Wiring by layer:
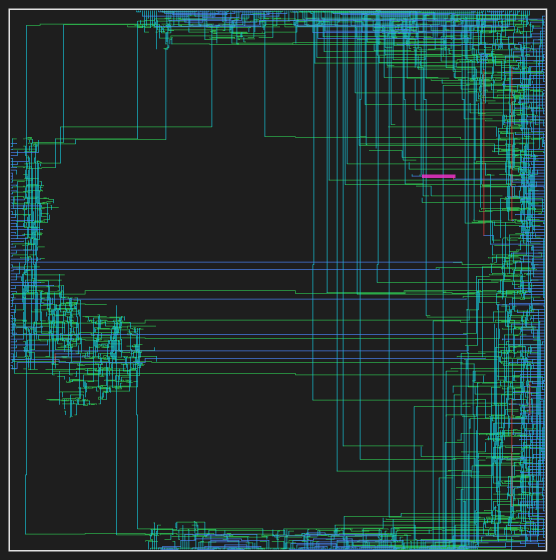
Metal 1:
Supply wires on this layer in grey.
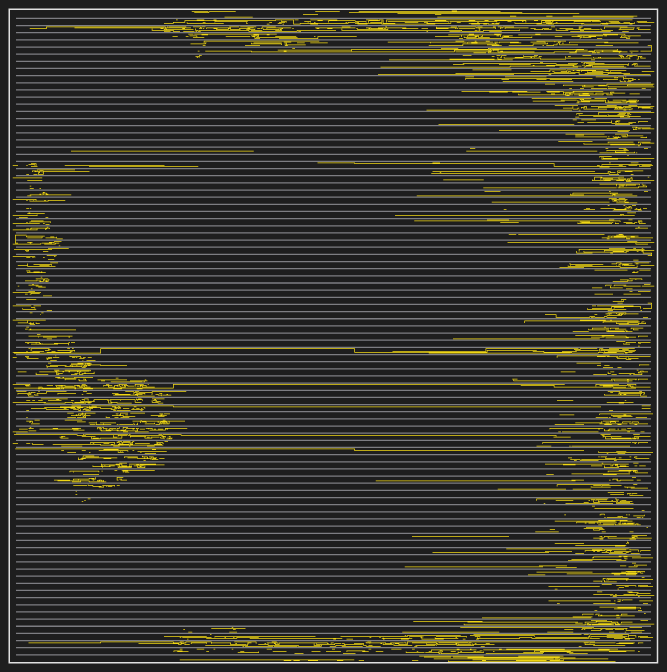
Design wb_arbiter, sky130hd; sources not shown.
==> out/metrics.cfg <==
[pwr]
p_comb_share_pct=76.3
power.internal_mw=1.20
vdd_ir_drop_max_uv=312
p_leak_nw=2.75
top_power_group=combinational logic

[critical_path]
crit_chain=inv_1, ha_4, buf_12, nand2_1, a21oi_1, clkdlybuf4s50_1
worstPathRequired_ns=2.56
path_buffers=3
r2r_cells=20
worstPathArrival_ns=2.47
cp.depth=6

[global_route]
antenna_found_initial=2
grt_pass1_wl_um=40600
grtUsageMet3_pct=6.27
grt_pass1_vias=5310

[clocking]
cts.clk_slew.worst_paths_ns=0.05
cts_tree=done
cts_resized=0
clkSinkCount=19
worstSkewPairLatency_ns=0.25
cts_hold_buf=0
cts_buffer_depth=2

[logic_synthesis]
top_cell_area_share_pct=28.3
flop_cell=dfxtp_1
top_cell=nand2_1

[cells_and_area]
buffer_area_share_pct=53.4
clk_share_pct=0.926
final_cell_area_mm2=0.00851
comb_share_pct=28.1
fin_nets=1395
flop-count=19
fillers=6743

[timing]
slew_violations=0
slew_headroom_pct=72.8
hold_viol_final=0
rsz0062_at_grt=no
period_used_pct=97.1

[routing]
highest_layer=met5
drt_iter0_drc=223

[floorplan]
die_width_um=246
core_area_mm2=0.0585

[outcome]
status=complete, no violations

[hold_path]
whs_path_depth=2

[place]
dp_slack_ns=0.137
placedCellCount=1812

[job]
warnings=29

Back to the opening pictures, 'wiring by layer':
[met2] cyan | wire length: 13,400 um
[met4] red | wire length: 216 um
[met3] blue | wire length: 5,190 um
[met5] magenta | wire length: 13.8 um
[met1] green | wire length: 13,100 um
final WL: 31,900 um
DR WL/cell: 17.6 um
GRT Overall Usage: 9.44%
via count: 5,702

Back to the opening pictures, 'metal 1':
wire length on this layer: 13,100 um
nets with wire on the layer: 1,131
GRT met1 Usage: 11.4%

